==> images/zoom.png <==
The bar under the picture is 10 um long. Window x 12 to 37, y 16 to 41 um. Cells in grey, sequential cells in the stronger grey; small squares are vias.
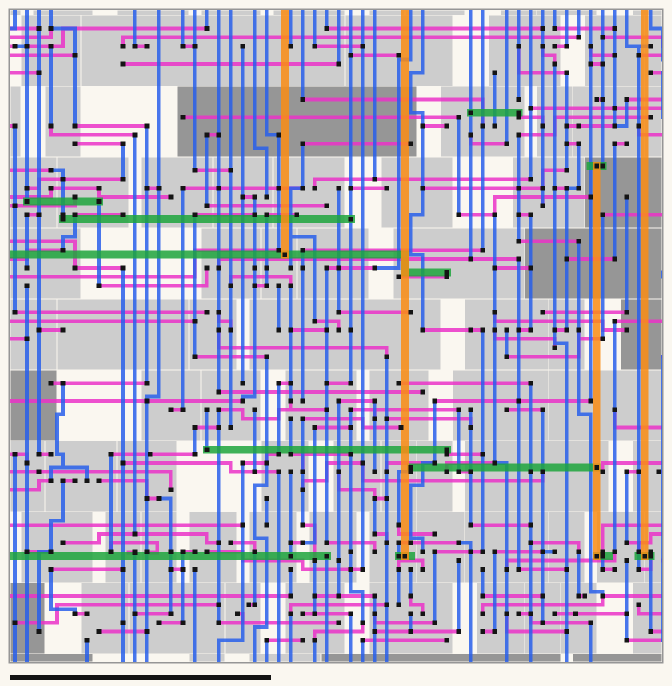
==> images/final_placement.png <==
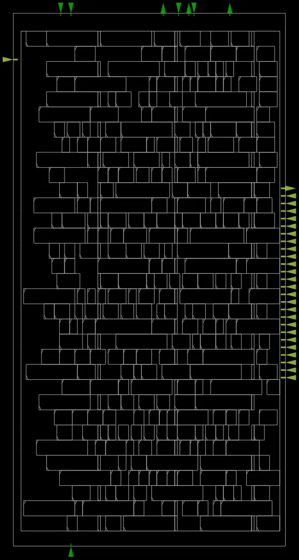
==> images/gate_families.png <==
The bar under the picture is 10 um long.
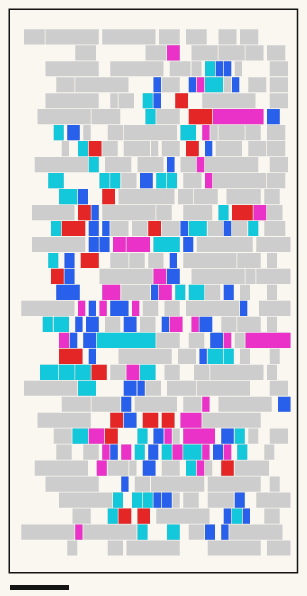
<file path="config.mk">
export PLATFORM = sky130hd
export DESIGN_NAME = cpu_run_ctrl
export DESIGN_NICKNAME = d
export VERILOG_FILES = /design/src/rtl/cpu_run_ctrl_pkg.sv /design/src/rtl/ce_prescaler.sv /design/src/rtl/cpu_run_ctrl.sv
export SDC_FILE = /design/constraint.sdc
export NUM_CORES = 1
export LEC_CHECK = 0
export CORE_ASPECT_RATIO = 2
export CORE_UTILIZATION = 54
export CTS_CLUSTER_DIAMETER = 40
export DETAILED_ROUTE_END_ITERATION = 6
export PLACE_DENSITY = 0.83
export SKIP_LAST_GASP = 1
export SYNTH_ARGS = -nofsm -noshare
export SYNTH_HDL_FRONTEND = slang
export SYNTH_SLANG_ARGS = --single-unit
</file>
<file path="constraint.sdc">
create_clock -name clk -period 2.37 [get_ports clk]
set_input_delay 0.711 -clock clk [delete_from_list [all_inputs] [get_ports clk]]
set_output_delay 0.711 -clock clk [all_outputs]
set_load 0.02 [all_outputs]
</file>
<file path="src/rtl/cpu_run_ctrl_pkg.sv">
// Shared constants for the CPU run controller: mode codes and FSM states.
package cpu_run_ctrl_pkg;

    localparam logic [1:0] MODE_STEP = 2'b00;
    localparam logic [1:0] MODE_SLOW = 2'b01;
    localparam logic [1:0] MODE_FAST = 2'b10;
    localparam logic [1:0] MODE_FULL = 2'b11;

    localparam logic [1:0] ST_RUN    = 2'd0;
    localparam logic [1:0] ST_SWITCH = 2'd1;
    localparam logic [1:0] ST_HALT   = 2'd2;

    function automatic int max_int(input int a, input int b);
        return (a > b) ? a : b;
    endfunction

endpackage

</file>
<file path="src/rtl/ce_prescaler.sv">
// Free-running divider with runtime terminal count; one-cycle tick at tc.
module ce_prescaler #(
    parameter int W = 4
) (
    input  logic         clk,
    input  logic         nrst,
    input  logic         clear,
    input  logic         en,
    input  logic [W-1:0] tc,
    output logic         tick
);

    logic [W-1:0] count;

    always_ff @(posedge clk or negedge nrst) begin
        if (!nrst)
            count <= '0;
        else if (clear)
            count <= '0;
        else if (en)
            count <= (count == tc) ? '0 : count + 1'b1;
    end

    assign tick = en & (count == tc);

endmodule

</file>
<file path="src/rtl/cpu_run_ctrl.sv">
// Single-clock run controller: issues cpu_ce per mode, halts on PC breakpoint.
module cpu_run_ctrl
    import cpu_run_ctrl_pkg::*;
#(
    parameter int SLOW_DIV = 50_000_000,
    parameter int FAST_DIV = 5_000_000,
    parameter int PC_W     = 12
) (
    input  logic            clk,
    input  logic            nrst,
    input  logic [1:0]      mode,
    input  logic            step_n,
    input  logic            resume,
    input  logic            bp_en,
    input  logic [PC_W-1:0] bp_addr,
    input  logic [PC_W-1:0] pc_addr,
    output logic            cpu_ce,
    output logic            halted,
    output logic [1:0]      mode_active
);

    localparam int PS_RAW = $clog2(max_int(SLOW_DIV, FAST_DIV));
    localparam int PS_W   = (PS_RAW < 1) ? 1 : PS_RAW;
    localparam logic [PS_W-1:0] SLOW_TC = PS_W'(SLOW_DIV - 1);
    localparam logic [PS_W-1:0] FAST_TC = PS_W'(FAST_DIV - 1);

    logic [1:0]      mode_m, mode_s;
    logic [1:0]      state, state_next;
    logic [1:0]      active_next;
    logic            step_prev, step_fall;
    logic            ce_q, ce_next;
    logic            bp_armed, arm_next, bp_hit;
    logic            pending, pending_next;
    logic            mode_chg, halt_entry;
    logic            ps_clear, ps_en, ps_tick;
    logic [PS_W-1:0] ps_tc;

    ce_prescaler #(.W(PS_W)) u_ps (
        .clk   (clk),
        .nrst  (nrst),
        .clear (ps_clear),
        .en    (ps_en),
        .tc    (ps_tc),
        .tick  (ps_tick)
    );

    assign step_fall = step_prev & ~step_n;
    assign bp_hit    = bp_en & bp_armed & (pc_addr == bp_addr);
    assign mode_chg  = (mode_s != mode_active);
    assign ps_tc     = (mode_active == MODE_SLOW) ? SLOW_TC : FAST_TC;
    assign cpu_ce    = ce_q & ~bp_hit;
    assign halted    = (state == ST_HALT);

    always_comb begin
        state_next   = state;
        active_next  = mode_active;
        pending_next = pending;
        ce_next      = 1'b0;
        ps_clear     = 1'b0;
        ps_en        = 1'b0;
        halt_entry   = 1'b0;
        case (state)
            ST_RUN: begin
                if (mode_chg) begin
                    state_next = ST_SWITCH;
                end else if (bp_hit) begin
                    state_next = ST_HALT;
                    halt_entry = 1'b1;
                end else begin
                    unique case (mode_active)
                        MODE_STEP: ce_next = step_fall;
                        MODE_SLOW,
                        MODE_FAST: begin
                            ps_en   = 1'b1;
                            ce_next = ps_tick;
                        end
                        MODE_FULL: ce_next = 1'b1;
                    endcase
                end
            end
            ST_SWITCH: begin
                active_next  = mode_s;
                ps_clear     = 1'b1;
                pending_next = 1'b0;
                halt_entry   = pending;
                state_next   = pending ? ST_HALT : ST_RUN;
            end
            ST_HALT: begin
                if (mode_chg) begin
                    state_next   = ST_SWITCH;
                    pending_next = 1'b1;
                end else if (resume) begin
                    state_next = ST_RUN;
                    ps_clear   = 1'b1;
                end else begin
                    ce_next = step_fall;
                end
            end
            default: state_next = ST_RUN;
        endcase
    end

    // Leaving the breakpoint address re-arms; entering HALT disarms.
    assign arm_next = (pc_addr != bp_addr) ? 1'b1 :
                      halt_entry ? 1'b0 : bp_armed;

    always_ff @(posedge clk or negedge nrst) begin
        if (!nrst) begin
            mode_m      <= MODE_STEP;
            mode_s      <= MODE_STEP;
            mode_active <= MODE_STEP;
            state       <= ST_RUN;
            step_prev   <= 1'b1;
            ce_q        <= 1'b0;
            bp_armed    <= 1'b1;
            pending     <= 1'b0;
        end else begin
            mode_m      <= mode;
            mode_s      <= mode_m;
            mode_active <= active_next;
            state       <= state_next;
            step_prev   <= step_n;
            ce_q        <= ce_next;
            bp_armed    <= arm_next;
            pending     <= pending_next;
        end
    end

endmodule

</file>
==> flow_summary.yaml <==
# synthesis and place-and-route metrics
status:
  status: "finished, violations left"
  failed_checks: "setup timing"
worst_hold_path:
  min_from: "mode_m[1]"
grt:
  use_met1: 0.281
  grt_pass1_wl_mm: 10.5
  global_route.usage.met2: 0.609
  track_usage: 0.308
detailed_routing:
  wl_met2_mm: 3.89
  drc: 0
  met1_length_mm: 2.20
worst_setup_path:
  rr_endpoint: "u_ps.count[5]"
  cp.depth: 6
  rr_worst_depth: 9
  cp-end-kind: "primary output"
  start_kind: "input pin"
  critPathLaunch: "pc_addr[9]"
logic_synthesis:
  synth.largest_area_cell: "dfrtp_1"
  ff_type: "dfrtp_1"
  netlist_area_um2: 2370
  ys.flops: 38
  yosys_area_um2: 2370
  edf_count: 0
  synthesis.nets: 294
  topCombFamilyByArea: "simple AND/OR/NAND/NOR gates"
  synthCells: 255
  synthMuxAreaShare: 0.00898
  top_cell_area_share: 0.380
timing:
  setup_ws_ps: -195
  hold_ws_ps: 353
  setup_viol: 1
clocking:
  cts_max_path_buffers: 2
  hold_buffers: 0
  cts_tree: "done"
placement:
  dp_hpwl_mm: 4.94
  port_buffers: 34
layout:
  drive_above_1_share: 0.266
  stdcell_area_um2: 3080
  largest_register_ffs: 26
Notes on zoom.png above:
[blue] met2
[green] met3
[orange] met4
[magenta] met1
netlist names of flops here include: u_ps.count (2)
cells with their middle in the window: 59
sequential cells in the window: 2
most frequent: nand4_1 (5), nor2_1 (5)

Notes on final_placement.png above:
Core ar.: 4170 um2
non-filler cells, final: 372
Seq area share: 0.310
Flops: 38
num tapcells: 52

Notes on gate_families.png above:
[red] AND and OR gates | cells: 20 | most used: and3_1
[blue] NAND gates | cells: 59 | most used: nand2_1
[magenta] NOR gates | cells: 34 | most used: nor2_1
[cyan] inverting AOI/OAI gates | cells: 47
logic share of the area: 0.461
Top cell excl fill/tap: dfrtp_1

